--- config.mk ---
export PLATFORM = sky130hd
export DESIGN_NAME = uart_tx_flat
export DESIGN_NICKNAME = d
export VERILOG_FILES = /design/src/rtl/uart_pkg.sv /design/src/rtl/uart_tx_if.sv /design/src/rtl/uart_baud_gen.sv /design/src/rtl/uart_tx.sv /design/src/flat_wrapper.sv
export SDC_FILE = /design/constraint.sdc
export NUM_CORES = 1
export LEC_CHECK = 0
export ABC_CLOCK_PERIOD_IN_PS = 4400
export CAP_MARGIN = 20
export CORE_ASPECT_RATIO = 1.75
export CORE_MARGIN = 3
export CORE_UTILIZATION = 48
export DETAILED_ROUTE_END_ITERATION = 10
export DONT_BUFFER_PORTS = 1
export GPL_TIMING_DRIVEN = 0
export MAX_ROUTING_LAYER = met4
export PLACE_DENSITY = 0.65
export SLEW_MARGIN = 20
export SYNTH_ARGS = -nofsm -noshare
export SYNTH_HDL_FRONTEND = slang
export SYNTH_SLANG_ARGS = --single-unit
--- constraint.sdc ---
create_clock -name clk -period 4.4 [get_ports clk]
set_clock_uncertainty 0.2 [all_clocks]
set_input_delay 1.1 -clock clk [delete_from_list [all_inputs] [get_ports clk]]
set_output_delay 1.1 -clock clk [all_outputs]
set_load 0.02 [all_outputs]
--- src/rtl/uart_pkg.sv ---
// Shared UART definitions: FSM state encoding and default frame/baud constants,
// used by both the transmit and receive paths.
package uart_pkg;

  localparam int unsigned UartDataBits   = 8;
  localparam int unsigned UartClksPerBit = 434;

  typedef enum logic [2:0] {
    IDLE   = 3'd0,
    FETCH  = 3'd1,
    LOAD   = 3'd2,
    START  = 3'd3,
    DATA   = 3'd4,
    PARITY = 3'd5,
    STOP   = 3'd6
  } uart_tx_state_e;

endpackage

--- src/rtl/uart_tx_if.sv ---
// FIFO read-side interface consumed by the UART transmitter: registered head data,
// empty flag and a one-cycle pop strobe.
interface uart_tx_if #(
  parameter int unsigned DataBitsSize = uart_pkg::UartDataBits
);

  logic [DataBitsSize-1:0] fifo_q;
  logic                    fifo_empty;
  logic                    fifo_read_ack;

  // master = FIFO side, slave = transmitter side
  modport master (output fifo_q, output fifo_empty, input fifo_read_ack);
  modport slave  (input fifo_q, input fifo_empty, output fifo_read_ack);

endinterface

--- src/rtl/uart_baud_gen.sv ---
// Bit-period counter: counts 0..ClksPerBit-1 and raises bit_done while the count sits
// on its last value; clear (or a finished period) restarts the count at zero.
module uart_baud_gen #(
  parameter int unsigned ClksPerBit = uart_pkg::UartClksPerBit
) (
  input  logic clk,
  input  logic rst_n,
  input  logic clear,
  output logic bit_done
);

  localparam int unsigned CntW = (ClksPerBit > 2) ? $clog2(ClksPerBit) : 1;

  logic [CntW-1:0] cnt;
  logic [CntW-1:0] cnt_next;

  always_comb begin
    cnt_next = cnt + CntW'(1);
    if (clear || bit_done) cnt_next = '0;
  end

  // bit_done is registered from the next count so it is high exactly when cnt is last
  always_ff @(posedge clk or negedge rst_n) begin
    if (!rst_n) begin
      cnt      <= '0;
      bit_done <= 1'b0;
    end else begin
      cnt      <= cnt_next;
      bit_done <= (cnt_next == CntW'(ClksPerBit - 1));
    end
  end

endmodule

--- src/rtl/uart_tx.sv ---
// UART transmitter draining the TX FIFO: start bit, LSB-first data, optional even
// parity (UART_TX_PARITY_EN), stop bit. tx, busy and the FIFO pop are registered.
module uart_tx
  import uart_pkg::*;
#(
  parameter int unsigned DataBitsSize = UartDataBits,
  parameter int unsigned ClksPerBit   = UartClksPerBit
) (
  input  logic       clk,
  input  logic       rst_n,
  input  logic       tx_en,
  uart_tx_if.slave   fifo,
  output logic       tx,
  output logic       busy
);

  localparam int unsigned BitCntW = (DataBitsSize > 1) ? $clog2(DataBitsSize) : 1;

  localparam logic [2:0] S_IDLE   = 3'(IDLE);
  localparam logic [2:0] S_FETCH  = 3'(FETCH);
  localparam logic [2:0] S_LOAD   = 3'(LOAD);
  localparam logic [2:0] S_START  = 3'(START);
  localparam logic [2:0] S_DATA   = 3'(DATA);
`ifdef UART_TX_PARITY_EN
  localparam logic [2:0] S_PARITY = 3'(PARITY);
`endif
  localparam logic [2:0] S_STOP   = 3'(STOP);

  logic [2:0]              state, state_next;
  logic [DataBitsSize-1:0] shift, shift_next;
  logic [BitCntW-1:0]      bit_cnt, bit_cnt_next;
  logic                    tx_next;
  logic                    ack_next;
  logic                    baud_clear;
  logic                    bit_done;
`ifdef UART_TX_PARITY_EN
  logic                    parity, parity_next;
`endif

  uart_baud_gen #(.ClksPerBit(ClksPerBit)) u_baud (
    .clk      (clk),
    .rst_n    (rst_n),
    .clear    (baud_clear),
    .bit_done (bit_done)
  );

  // Next-state and registered-output decode
  always_comb begin
    state_next   = state;
    shift_next   = shift;
    bit_cnt_next = bit_cnt;
    ack_next     = 1'b0;
`ifdef UART_TX_PARITY_EN
    parity_next  = parity;
`endif
    case (state)
      S_IDLE:  if (tx_en && !fifo.fifo_empty) state_next = S_FETCH;
      S_FETCH: begin
        // pop is issued for the LOAD cycle only if the head is still there
        if (fifo.fifo_empty) begin
          state_next = S_IDLE;
        end else begin
          state_next = S_LOAD;
          ack_next   = 1'b1;
        end
      end
      S_LOAD: begin
        shift_next  = fifo.fifo_q;
`ifdef UART_TX_PARITY_EN
        parity_next = ^fifo.fifo_q;
`endif
        state_next  = S_START;
      end
      S_START: if (bit_done) begin
        state_next   = S_DATA;
        bit_cnt_next = '0;
      end
      S_DATA: if (bit_done) begin
        shift_next = shift >> 1;
        if (bit_cnt == BitCntW'(DataBitsSize - 1)) begin
          bit_cnt_next = '0;
`ifdef UART_TX_PARITY_EN
          state_next   = S_PARITY;
`else
          state_next   = S_STOP;
`endif
        end else begin
          bit_cnt_next = bit_cnt + BitCntW'(1);
        end
      end
`ifdef UART_TX_PARITY_EN
      S_PARITY: if (bit_done) state_next = S_STOP;
`endif
      S_STOP:  if (bit_done) state_next = S_IDLE;
      default: state_next = S_IDLE;
    endcase

    // line level for the cycle after this edge
    case (state_next)
      S_START:  tx_next = 1'b0;
      S_DATA:   tx_next = shift_next[0];
`ifdef UART_TX_PARITY_EN
      S_PARITY: tx_next = parity_next;
`endif
      default:  tx_next = 1'b1;
    endcase

    baud_clear = (state_next != state);
  end

  always_ff @(posedge clk or negedge rst_n) begin
    if (!rst_n) begin
      state              <= S_IDLE;
      shift              <= '0;
      bit_cnt            <= '0;
      tx                 <= 1'b1;
      busy               <= 1'b0;
      fifo.fifo_read_ack <= 1'b0;
`ifdef UART_TX_PARITY_EN
      parity             <= 1'b0;
`endif
    end else begin
      state              <= state_next;
      shift              <= shift_next;
      bit_cnt            <= bit_cnt_next;
      tx                 <= tx_next;
      busy               <= (state_next != S_IDLE);
      fifo.fifo_read_ack <= ack_next;
`ifdef UART_TX_PARITY_EN
      parity             <= parity_next;
`endif
    end
  end

endmodule

--- src/flat_wrapper.sv ---
// flat-port wrapper written by rule: the top's interface ports become plain ports
module uart_tx_flat import uart_pkg::*;
#(
  parameter int unsigned DataBitsSize = UartDataBits,
  parameter int unsigned ClksPerBit   = UartClksPerBit
)
  (clk, rst_n, tx_en, tx, busy, fifo_fifo_q, fifo_fifo_empty, fifo_fifo_read_ack);
  uart_tx_if #(.DataBitsSize(DataBitsSize)) fifo_i ();
  input  logic clk;
  input  logic rst_n;
  input  logic tx_en;
  output logic tx;
  output logic busy;
  input wire logic [$bits(fifo_i.fifo_q)-1:0] fifo_fifo_q;
  input wire logic [$bits(fifo_i.fifo_empty)-1:0] fifo_fifo_empty;
  output wire logic [$bits(fifo_i.fifo_read_ack)-1:0] fifo_fifo_read_ack;
  assign fifo_i.fifo_q = fifo_fifo_q;
  assign fifo_i.fifo_empty = fifo_fifo_empty;
  assign fifo_fifo_read_ack = fifo_i.fifo_read_ack;
  uart_tx #(.DataBitsSize(DataBitsSize), .ClksPerBit(ClksPerBit)) u_core (.clk(clk), .rst_n(rst_n), .tx_en(tx_en), .fifo(fifo_i), .tx(tx), .busy(busy));
endmodule
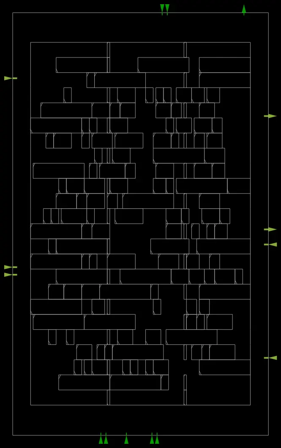
Run 1: placement view
final cell count without fillers: 162
FILL cells: 232
final sequential cell count: 27

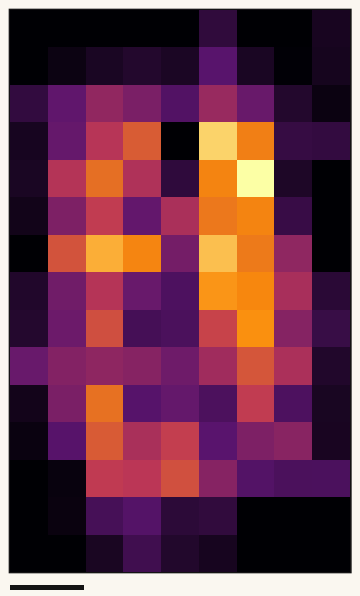
Run 1: wiring heat map
Scale bar: 10 um. 9 x 15 tiles, from black (low) to pale yellow (high), scaled to the fullest tile. Values are wire area over tile area, all layers added.
The mean over all tiles is 0.11. The densest ninth of the die: center. 18% of the tiles are nearly empty. The emptiest ninth of the die: lower right. The fullest tile reaches 0.40.

==> reports/summary.rpt, run 1 <==
==============================================================================
Antenna violations before repair                                             0
Final nets                                                                 152
Min Tclk post-route                                                    2220 ps
Clock H-tree levels                                                          1
Total number of vias                                                       956
Critical path's slowest cell                                      sky130_fd_sc_hd__a2111oi_0
Resized cells post-CTS                                                       0
Total buffers and inverters traversed by the critical path                   2
Stage-log warning count                                                     26
Pin count of the biggest net entering global routing                        28
Dominant cell by count in the synthesized netlist                 sky130_fd_sc_hd__dfrtp_1
I/O Buffers                                                                  0
Sum of routed wire length over all layers                              2440 um
Highest clock frequency the design can meet                            450 MHz
Drt via density                                                           5.90
Number of antenna-violating nets in the routed design                        0
Crit-path max FO                                                            10
Yosys reg bits                                                              27
Busiest layer in global routing                                           met2
Biggest area cells                                                sky130_fd_sc_hd__dfrtp_1 48%, sky130_fd_sc_hd__nand2_1 5.0%, sky130_fd_sc_hd__nor2_1 3.9%
Inverters                                                                    6
Max Root-Sink Buffers                                                        2
Type of the worst setup path                                      primary input to flop
Non-clock buffer count                                                       6
Worst Setup Start Kind                                            primary input
Placer Congestion                                                        0.893
TAP cells                                                                   26
Sequential-to-total area share from yosys stat                           0.503
Distinct lib cells used                                                     41
Routed wire length per instance                                        15.1 um
Cell Area, Synth                                                    1350 sq um
CP arrival                                                             2180 ps
Fraction of standard cell area that is sequential                        0.474
Clock root cell                                                   sky130_fd_sc_hd__clkbuf_8
Worst setup timing slack at the placement stage                        1860 ps
Count of yosys warnings during synthesis                                     0
Ratio of total power to cell area                                  446 nW/um^2
Area leader, netlist                                              sky130_fd_sc_hd__dfrtp_1
Final total negative setup slack                                          0 ps
GRT Total Usage                                                          0.164
Core ar.                                                            2580 sq um
Hold Vio Cnt, Final                                                          0
Count of multi-input combinational gates                                    93
Max-capacitance violation count                                              0
Reg clk slew, reported paths                                             90 ps
Yosys stat area                                                     1350 sq um
Total global routing overflow                                                0
Required time worst endpoint                                           4350 ps
Chip Height                                                            76.1 um
Final hold slack                                                        288 ps
Effective utilization at floorplan                                       0.521
Vias in the first global route                                             963
Final setup vio count                                                        0
Instance count after placement with tap cells included                     158
Peak supply drop                                                    0.000360 V
Post-layout period usage                                                 0.505
Number of buffers added to fix hold violations after cts                     0
Top cell type's share of synthesized area                                0.483
Number of buffers created by CTS                                             3
Synth Net Count                                                            147
Global Route met2 Usage                                                  0.246
Tightest Pin Transition                                                 422 ps
DR pass1 iterations                                                          4
M1 GR Usage                                                              0.213
Dominant synthesized flop cell                                    sky130_fd_sc_hd__dfrtp_1
Layout cells sized above 1                                               0.125
Max Transition Viols Final                                                   0
Combinational fraction of the cell area                                  0.425
Worst max-slew margin expressed relative to the limit                    0.718
Io pins                                                                     15
Floorplan row count                                                         24
Area-dominant class                                               flip-flops and latches
Post-Synthesis Mean Instance Area                                   10.2 sq um
Area growth, synth to finish                                             6.04%
GR met3 Demand/Resource                                                 0.0236
Floorplan die width                                                    46.0 um
Mapped Cells                                                               132
Clock sink count                                                            27
Multi-input combinational cell area                                  607 sq um
Number of synthesized flops with an enable pin                               0
Antenna diode instance count                                                 0
Status                                                            complete, no violations
Largest stage delay, worst path                                         390 ps
Tally of clock buffers in the finished layout                                3
Final-layout clock-cell area share                                      0.0342
Chip area                                                           3500 sq um
List of most frequent post-synthesis cells                        26 x sky130_fd_sc_hd__dfrtp_1, 18 x sky130_fd_sc_hd__nand2_1, 14 x sky130_fd_sc_hd__nor2_1
Share of final layout cell area taken by non-clock buffers              0.0280
Fraction of registers with async set/reset                                1.00
Worst setup EP type                                                       flop
Leakage dissipation                                                   0.632 nW
Drt drc                                                                      0
Insertion delay to the later sink of the worst-skew pair                270 ps
First-pass GRT wire length                                             4330 um
RSZ-0062 raised after global routing                                        no
Min-Delay Path Class                                              flop to flop
Yosys stat cell total                                                      132
Post-CTS Setup Repair Bufs                                                   0
HPWL after DPL                                                         1800 um
Post-route worst setup slack                                           2180 ps
Cell-by-cell trace of the critical path                           inv_1 > a2111oi_0 > a221oi_1 > buf_2 > a311oi_1 > nor4_2
Number of DRC markers in iteration 0                                        16
Flop area                                                            677 sq um
Gate family responsible for the most delay along the worst path   AND-OR/OR-AND gates
Clock tree from TritonCTS                                                built
==============================================================================
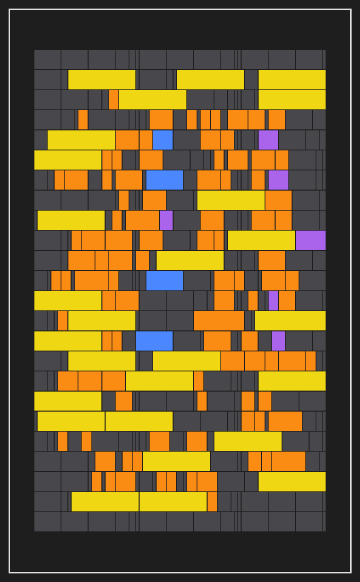
Run 1: placed cells, one color a class
Fill, decap, tap and diode cells in gray.
remaining logic cells: in orange, cells 99. remaining buffers and delay cells: in purple, cells 6. registers: in yellow, cells 27. clock drivers and dummy loads: in blue, cells 4.

[run 1: layer usage]
layer	share of wire	up-vias	wire length, um
met5	0	-	0
met2	0.54	15	1320
met4	0.023	0	55
met3	0.022	6	54
li1	-	468	-
met1	0.41	467	1010
[run 1: kinds of logic (layout without fill, tap and decap cells)]
family	Yosys count	in the layout	share of synthesized area
AND/OR/NAND/NOR	55	55	0.231
AND-OR/OR-AND	27	27	0.139
flip-flops	27	27	0.503
buffers and inverters	12	16	0.0465
XOR/XNOR	8	8	0.0520
adder cells (fa/ha/maj)	3	3	0.0279
[run 1: worst paths after layout]
path	from	to	slack, ps	cells past startpoint
setup / recovery	fifo_fifo_empty	u_core.u_baud.bit_done	2180	6
hold / removal	u_core.shift[5]	u_core.shift[5]	290	2
setup reg to reg	u_core.bit_cnt[0]	u_core.tx	2350	7
hold reg to reg	u_core.shift[5]	u_core.shift[5]	290	2
max in group asynchronous	rst_n	u_core.tx	3520	0
min in group asynchronous	rst_n	u_core.bit_cnt[2]	310	0
[run 1: state kept, by name, summed over array words and instances, names as in the netlist]
signal / flops
u_core.busy: 1
u_core.fifo.fifo_read_ack: 1
u_core.u_baud.bit_done: 1
u_core.bit_cnt: 3
u_core.u_baud.cnt: 9
u_core.tx: 1
u_core.shift: 8
u_core.state: 3
[run 1: report_power, final]
part / total (mW) / switching [mW] / internal (mW)
clock: 0.140 / 0.0763 / 0.0642
sequential: 0.362 / 0.0512 / 0.311
combinational: 0.134 / 0.0684 / 0.0655
[run 1: cell usage in the layout, fill, tap and decap left out, types with 2 or more instances in the layout]
cell type,count
sky130_fd_sc_hd__dfrtp_1,26
sky130_fd_sc_hd__nand2_1,18
sky130_fd_sc_hd__nor2_1,14
sky130_fd_sc_hd__inv_1,6
sky130_fd_sc_hd__a22oi_1,6
sky130_fd_sc_hd__o21ai_0,5
sky130_fd_sc_hd__a21oi_1,4
sky130_fd_sc_hd__xnor2_1,4
sky130_fd_sc_hd__xor2_1,4
sky130_fd_sc_hd__nand3_1,3
sky130_fd_sc_hd__ha_1,3
sky130_fd_sc_hd__clkbuf_8,3
sky130_fd_sc_hd__buf_4,2
sky130_fd_sc_hd__nor3b_1,2
sky130_fd_sc_hd__nor2b_1,2
sky130_fd_sc_hd__and4b_1,2
sky130_fd_sc_hd__a21boi_0,2
sky130_fd_sc_hd__buf_2,2
sky130_fd_sc_hd__or2_1,2
sky130_fd_sc_hd__a211oi_1,2
sky130_fd_sc_hd__or4b_1,2
[run 1: per-stage QoR]
step	util	area [sq um]	power, mW
3_5_place_dp	0.534	1380	0.500
2_1_floorplan	-	1350	0.473
5_1_grt	0.553	1430	0.679
4_1_cts	0.553	1430	0.644
3_3_place_gp	0.534	1380	0.496
6_report	0.553	1430	0.636
[run 1: worst register-to-register path, stage by stage (launching register included)]
cell and delay [ps]:
sky130_fd_sc_hd__dfrtp_1 410, sky130_fd_sc_hd__ha_1 210, sky130_fd_sc_hd__ha_1 190, sky130_fd_sc_hd__and4b_1 190, sky130_fd_sc_hd__o32ai_1 310, sky130_fd_sc_hd__nand2_1 150
sky130_fd_sc_hd__a211oi_1 240, sky130_fd_sc_hd__a211oi_1 80
Run 1, sequential cells grouped by signal name:
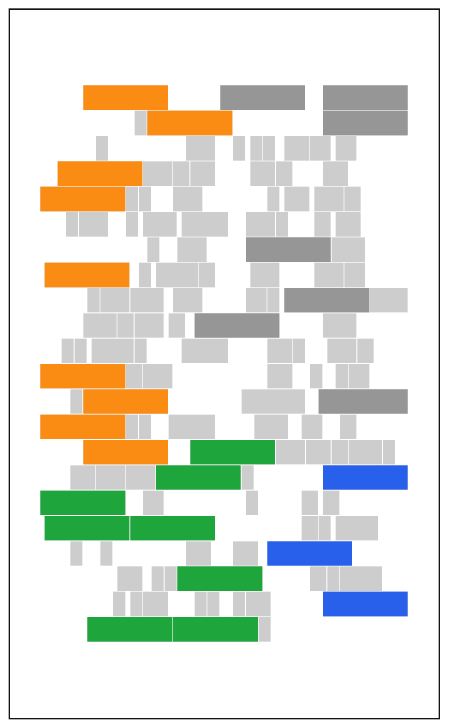

==> inputs of run 2 (changes only) <==
--- a/config.mk
+++ b/config.mk
@@ -5,7 +5,7 @@
 export SDC_FILE = /design/constraint.sdc
 export NUM_CORES = 1
 export LEC_CHECK = 0
-export ABC_CLOCK_PERIOD_IN_PS = 4400
+export ABC_CLOCK_PERIOD_IN_PS = 2000
 export CAP_MARGIN = 20
 export CORE_ASPECT_RATIO = 1.75
 export CORE_MARGIN = 3
@@ -14,7 +14,7 @@
 export DONT_BUFFER_PORTS = 1
 export GPL_TIMING_DRIVEN = 0
 export MAX_ROUTING_LAYER = met4
-export PLACE_DENSITY = 0.65
+export PLACE_DENSITY = 0.67
 export SLEW_MARGIN = 20
 export SYNTH_ARGS = -nofsm -noshare
 export SYNTH_HDL_FRONTEND = slang
==> constraint.sdc (replaced) <==
create_clock -name clk -period 2 [get_ports clk]
set_clock_uncertainty 0.2 [all_clocks]
set_input_delay 0.5 -clock clk [delete_from_list [all_inputs] [get_ports clk]]
set_output_delay 0.5 -clock clk [all_outputs]
set_load 0.02 [all_outputs]
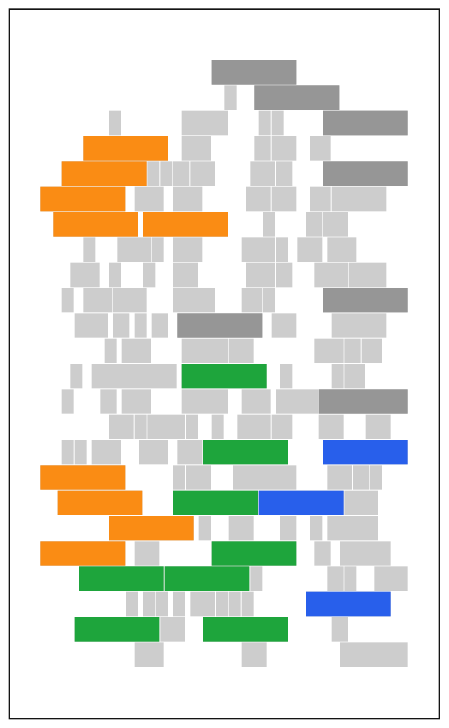
Run 2: sequential cells grouped by signal name
u_core.bit_cnt: in blue, sequential cells 3. u_core.u_baud.cnt: in orange, sequential cells 9. u_core.shift: in green, sequential cells 8, where bottom center.

==> run 2 against run 1 <==
Total power rose by 130%; first-iteration DRC count fell by 6.3%; design area rose by 8.2%; sequential power rose by 120%; utilization rose by 4.5 points; wire length rose by 6.9%; non-clock buffer count rose by 7; register-to-register slack got worse by 2200 ps; die size did not move; hold slack got worse by 140 ps; synthesized cell count did not move; flip-flop count did not move; critical endpoint unchanged; largest cell class unchanged.
==> reports/summary.rpt, run 2 <==
==============================================================================
Distinct lib cells used                                                     41
Cell Area, Synth                                                    1350 sq um
Final setup vio count                                                        0
Max Transition Viols Final                                                   0
Drt via density                                                           5.87
Clock root cell                                                   sky130_fd_sc_hd__clkbuf_8
Total buffers and inverters traversed by the critical path                   0
Highest clock frequency the design can meet                            528 MHz
Max reg flops                                                                9
Min Tclk post-route                                                    1890 ps
RSZ-0062 raised after global routing                                       yes
Floorplan row count                                                         24
Yosys stat area                                                     1350 sq um
Mapped Cells                                                               132
Hold Crit Start                                                   fifo_fifo_q[4]
List of most frequent post-synthesis cells                        26 x sky130_fd_sc_hd__dfrtp_1, 18 x sky130_fd_sc_hd__nand2_1, 14 x sky130_fd_sc_hd__nor2_1
Worst setup timing slack at the placement stage                        -144 ps
Final nets                                                                 159
Layout cells sized above 1                                               0.210
Worst Setup Start Kind                                                    flop
Commonest non-fill, non-tap cells in the layout                   26 x sky130_fd_sc_hd__dfrtp_1, 18 x sky130_fd_sc_hd__nand2_1, 14 x sky130_fd_sc_hd__nor2_1
Tightest Pin Transition                                                 331 ps
Synth Net Count                                                            147
Sequential-to-total area share from yosys stat                           0.503
Post-detailed-placement cell area                                   1380 sq um
Chip area                                                           3500 sq um
Gate family responsible for the most delay along the worst path   simple AND/OR/NAND/NOR gates
Insertion delay to the later sink of the worst-skew pair                270 ps
Leakage dissipation                                                   0.674 nW
GRT Total Usage                                                          0.177
Crit. Startpoint                                                  u_core.u_baud.cnt[0]
Number of synthesized flops with an enable pin                               0
Antenna violations before repair                                             0
Required time worst endpoint                                           1980 ps
Dominant cell by count in the synthesized netlist                 sky130_fd_sc_hd__dfrtp_1
Crit-path max FO                                                             5
Total Power                                                            1.47 mW
Post-route worst setup slack                                            108 ps
Max Root-Sink Buffers                                                        2
Design area                                                         1540 sq um
Critical path's slowest cell                                      sky130_fd_sc_hd__or4b_1
Floorplan die width                                                    46.0 um
Sum of routed wire length over all layers                              2610 um
Yosys reg bits                                                              27
Most frequent logic cell in the layout                            sky130_fd_sc_hd__dfrtp_1
Area leader, netlist                                              sky130_fd_sc_hd__dfrtp_1
Clock tree from TritonCTS                                                built
Post-Synthesis Mean Instance Area                                   10.2 sq um
Number of buffers created by CTS                                             3
Vias in the first global route                                            1045
Registers with the most flip-flops                                u_core.u_baud.cnt (9), u_core.shift (8)
Effective utilization at floorplan                                       0.521
Reg clk slew, reported paths                                            100 ps
Clock H-tree levels                                                          1
Status                                                            complete, no violations
Instance count after placement with tap cells included                     158
Critical R2R Launch                                               u_core.u_baud.cnt[0]
Worst reg-to-reg setup slack                                            110 ps
Count of yosys warnings during synthesis                                     0
Core ar.                                                            2580 sq um
Final cell count without fillers                                           169
Peak supply drop                                                    0.000771 V
Post-layout period usage                                                 0.946
Stage-log warning count                                                     27
Min-Delay Path Class                                              primary input to flop
DR pass1 iterations                                                          4
Chip Height                                                            76.1 um
Biggest area cells                                                sky130_fd_sc_hd__dfrtp_1 48%, sky130_fd_sc_hd__nand2_1 5.0%, sky130_fd_sc_hd__nor2_1 3.9%
Clock sink count                                                            27
Routed wire length per instance                                        15.4 um
Placer Congestion                                                        0.840
Max-capacitance violation count                                              0
Type of the worst setup path                                      flop to flop
Antenna diode instance count                                                 0
Total number of vias                                                       992
Reg with most FFs                                                 u_core.u_baud.cnt
I/O Buffers                                                                  0
CP arrival                                                             1880 ps
Area growth, synth to finish                                             14.7%
Dominant synthesized flop cell                                    sky130_fd_sc_hd__dfrtp_1
Fraction of registers with async set/reset                                1.00
Cell-by-cell trace of the critical path                           ha_4 > nand3_1 > xor2_1 > or4b_1 > nor4_2
HPWL after DPL                                                         1870 um
Worst max-slew margin expressed relative to the limit                    0.778
Ratio of total power to cell area                                  954 nW/um^2
Number of DRC markers in iteration 0                                        15
Top cell type's share of synthesized area                                0.483
Hold Vio Cnt, Final                                                          0
First-pass GRT wire length                                             4560 um
Total global routing overflow                                                0
Drt drc                                                                      0
Pin count of the biggest net entering global routing                        28
Yosys stat cell total                                                      132
Io pins                                                                     15
Largest stage delay, worst path                                         500 ps
Worst setup EP type                                                       flop
Number of antenna-violating nets in the routed design                        0
==============================================================================
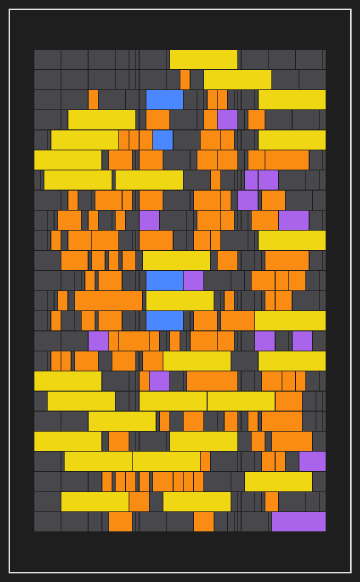
Run 2: placed cells, one color a class
Fill, decap, tap and diode cells in gray.
remaining logic cells: in orange, cells 99. clock drivers and dummy loads: in blue, cells 4. registers: in yellow, cells 27. remaining buffers and delay cells: in purple, cells 13.

## run 2: area by class of cell
class,instances,area [sq um]
multi-input combinational,93,649
inverter,6,22.5
sequential,27,677
fill,234,1040
tap,26,32.5
clock inverter,1,7.51
buffer,6,46.3
clock buffer,3,41.3
timing repair buffer,7,67.6
## run 2: per-stage QoR
step | setup TNS, ps | hold WS, ps | util
2_1_floorplan | 0 | 4.41 | -
3_3_place_gp | -25.2 | 5.01 | 0.534
3_5_place_dp | -191 | 5.07 | 0.534
4_1_cts | 0 | 145 | 0.572
5_1_grt | -28.8 | 147 | 0.598
6_report | 0 | 148 | 0.598
## run 2: cells by family (layout without fill, tap and decap cells)
kind of cell	count (synthesis)	after routing	share of synthesized area
fa+ha+maj	3	3	0.0279
flops	27	27	0.503
simple gates	55	55	0.231
buf+inv	12	23	0.0465
compound gates	27	27	0.139
xor+xnor	8	8	0.0520
## run 2: timing repair
action	in CTS	in global routing
pin swaps	3	4
setup endpoints to repair	2	3
hold buffers	2	0
resized	2	12
endpoints found under the hold margin	27	0
buffers inserted	1	4
## run 2: where the power goes
part           internal (mW)  switching [mW]  total [mW]  leakage (nW)
clock                  0.141           0.171       0.313        0.0217
sequential             0.684           0.129       0.813         0.331
combinational          0.178           0.169       0.347         0.321
## run 2: layer usage
metal  GRT usage  wire length (um)
met1       0.197              1010
met2       0.287              1460
met3      0.0284                70
met4      0.0883                71
met5           -                 0
## run 2: final timing paths
check                                               to  depth (start not counted)
worst max register to register  u_core.u_baud.bit_done                          5
worst min register to register         u_core.shift[1]                          2
max in group asynchronous                    u_core.tx                          2
min in group asynchronous            u_core.bit_cnt[2]                          2
worst max-delay path            u_core.u_baud.bit_done                          5
worst min-delay path                   u_core.shift[4]                          2
Run 2, signal wires by layer:
Scale bar: 10 um. Only two layers are drawn.
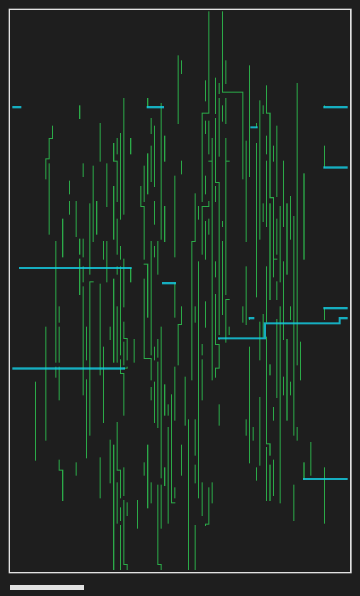

==> inputs of run 3 (changes only) <==
--- a/config.mk
+++ b/config.mk
@@ -8,7 +8,6 @@
 export ABC_CLOCK_PERIOD_IN_PS = 2000
 export CAP_MARGIN = 20
 export CORE_ASPECT_RATIO = 1.75
-export CORE_MARGIN = 3
 export CORE_UTILIZATION = 48
 export DETAILED_ROUTE_END_ITERATION = 10
 export DONT_BUFFER_PORTS = 1
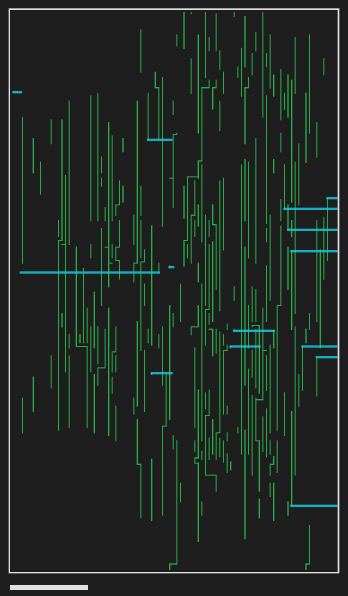
Run 3: signal wires by layer
Scale bar: 10 um. Only two layers are drawn.
M2: in green, wire length 1480 um. M3: in cyan, wire length 65.5 um.

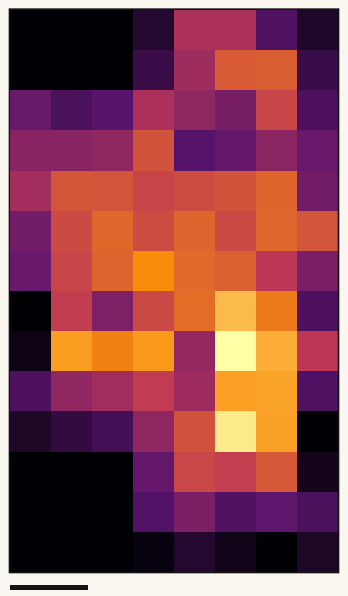
Run 3: wiring heat map
Scale bar: 10 um. 8 x 14 tiles, from black (low) to pale yellow (high), scaled to the fullest tile. Values are wire area over tile area, all layers added.
The mean over all tiles is 0.13. 16% of the tiles are nearly empty. The fullest tile reaches 0.36. 37% of the tiles are over half the peak.

==> run 3 against run 2 <==
Wire length fell by 0.96%; non-clock buffer count fell by 2; global-route usage rose by 1.1 points; register-to-register slack got worse by 20 ps.
==> reports/summary.rpt, run 3 <==
=======================================================================
Post-route worst setup slack                                    92.3 ps
Number of antenna-violating nets in the routed design                 0
Number of buffers created by CTS                                      3
Yosys stat area                                              1350 sq um
Drt via density                                                    5.87
Most frequent logic cell in the layout                     sky130_fd_sc_hd__dfrtp_1
Max reg flops                                                         9
Instance count along the most critical hold path                      2
Stage-log warning count                                              26
Registers with the most flip-flops                         u_core.u_baud.cnt (9), u_core.shift (8)
Hold Vio Cnt, Final                                                   0
Comb power frac                                                   0.241
Critical path's slowest cell                               sky130_fd_sc_hd__dfrtp_1
Max Root-Sink Buffers                                                 2
Total Power                                                     1.47 mW
Final total negative setup slack                                   0 ps
Area growth, synth to finish                                      14.8%
HPWL after DPL                                                  1850 um
Insertion delay to the later sink of the worst-skew pair         270 ps
Number of cells on the worst reg-to-reg path                          6
Biggest area cells                                         sky130_fd_sc_hd__dfrtp_1 48%, sky130_fd_sc_hd__nand2_1 5.0%, sky130_fd_sc_hd__nor2_1 3.9%
Chip Height                                                     72.1 um
Effective utilization at floorplan                                0.500
Worst max-slew margin expressed relative to the limit             0.796
Antenna violations before repair                                      0
Top cell type's share of synthesized area                         0.483
Core ar.                                                     2690 sq um
Clock network power share                                         0.206
Sequential-to-total area share from yosys stat                    0.503
Mapped Cells                                                        132
Chip area                                                    3030 sq um
Leakage dissipation                                            0.665 nW
Drt drc                                                               0
Final design utilization                                          0.574
Required time worst endpoint                                    1960 ps
Floorplan row count                                                  25
Final setup vio count                                                 0
Floorplan die width                                             42.0 um
Antenna diode instance count                                          0
GRT Total Usage                                                   0.188
Worst setup timing slack at the placement stage                -27.4 ps
Internal power component                                        1.00 mW
Portion of total power attributed to sequential cells             0.553
Layout cells sized above 1                                        0.220
Switching component of the power                               0.470 mW
Placer Congestion                                                 0.868
I/O Buffers                                                           0
Yosys stat cell total                                               132
Post-layout period usage                                          0.954
Dominant cell by count in the synthesized netlist          sky130_fd_sc_hd__dfrtp_1
Sum of routed wire length over all layers                       2590 um
Clock tree from TritonCTS                                         built
Synth Net Count                                                     147
Final nets                                                          157
Switching share of power                                          0.318
Vias in the first global route                                      992
Pin count of the biggest net entering global routing                 28
Number of DRC markers in iteration 0                                 20
Highest clock frequency the design can meet                     524 MHz
Worst setup EP type                                                flop
Routed wire length per instance                                 15.4 um
Ratio of total power to cell area                           954 nW/um^2
Clock H-tree levels                                                   1
Worst Setup Start Kind                                             flop
Count of yosys warnings during synthesis                              0
First-pass GRT wire length                                      4240 um
Worst R2R End                                               u_core.busy
List of most frequent post-synthesis cells                 26 x sky130_fd_sc_hd__dfrtp_1, 18 x sky130_fd_sc_hd__nand2_1, 14 x sky130_fd_sc_hd__nor2_1
Type of the worst setup path                               flop to flop
Largest stage delay, worst path                                  400 ps
Reg clk slew, reported paths                                      90 ps
Status                                                     complete, no violations
Fraction of registers with async set/reset                         1.00
Yosys reg bits                                                       27
Min Tclk post-route                                             1910 ps
Final hold slack                                                 149 ps
Distinct lib cells used                                              41
Reg with most FFs                                          u_core.u_baud.cnt
Dominant synthesized flop cell                             sky130_fd_sc_hd__dfrtp_1
Crit-path max FO                                                      2
Clock sink count                                                     27
Area leader, netlist                                       sky130_fd_sc_hd__dfrtp_1
Cell Area, Synth                                             1350 sq um
Peak supply drop                                             0.000795 V
=======================================================================
-- run 3: cell types whose count changed in the layout (fill, tap and decap cells not counted), sizes merged --
cell      previous run  this run
buf                 10         7
clkbuf               5         6
clkinv               0         1
clkinvlp             1         0
-- run 3: layout make-up --
type | instances | area (sq um)
well taps | 27 | 33.8
repair buffers | 5 | 52.6
clock inverters | 1 | 5.00
fillers | 243 | 1140
multi-input cells | 93 | 666
flip-flops and latches | 27 | 678
clock buffers | 3 | 41.3
plain buffers | 6 | 46.3
inverters | 6 | 22.5
-- run 3: worst max path at each step --
| stage | startpoint | to | slack (ps) |
|---|---|---|---|
| after floorplan | u_core.u_baud.cnt[0] | u_core.u_baud.bit_done | 170 |
| after global placement | u_core.bit_cnt[0] | u_core.tx | 3 |
| after detailed placement | u_core.bit_cnt[0] | u_core.tx | -30 |
| after CTS | u_core.u_baud.cnt[0] | u_core.u_baud.bit_done | 0.9 |
| after global routing | u_core.state[1] | u_core.tx | -6 |
| final | u_core.bit_cnt[0] | u_core.busy | 90 |
-- run 3: layer usage --
layer	vias to the layer above	GRT usage	wire (um)
met5	-	-	0
met4	0	0.101	53
met3	5	0.0149	65
met1	488	0.201	992
li1	478	-	-
met2	15	0.339	1480
-- run 3: kinds of logic after synthesis --
group | count (synthesis) | share of synthesized area
xor+xnor | 8 | 0.0520
simple gates | 55 | 0.231
compound gates | 27 | 0.139
fa+ha+maj | 3 | 0.0279
flops | 27 | 0.503
buf+inv | 12 | 0.0465
-- run 3: per-stage QoR --
stage,instance area [sq um],std cells
global route,1550,168
global placement,1380,159
detailed placement,1380,159
finish,1550,168
CTS,1470,165
floorplan,1350,132
-- run 3: repair_timing --
item,CTS,global route
pin swaps,1,5
setup buffers,0,3
setup endpoints to repair,2,3
resized,2,14
gates cloned,0,0
endpoints found under the hold margin,27,0
hold buffers,2,0
-- run 3: worst max-delay path: cells and delay by family, from the launching register on --
kind            cells  cell delay (ps)
compound gates      1              270
fa+ha+maj           2              370
flops               1              400
simple gates        3              570
-- run 3: power groups by stage --
stage | Combinational (mW) | Clock, mW | Sequential, mW
6_report | 0.356 | 0.303 | 0.815
5_1_grt | 0.418 | 0.333 | 0.839
4_1_cts | 0.320 | 0.316 | 0.803
3_5_place_dp | 0.299 | 0 | 0.815
3_3_place_gp | 0.285 | 0 | 0.807
2_1_floorplan | 0.255 | 0 | 0.786
No activity file was given, so power comes from the tool's default toggle rates.
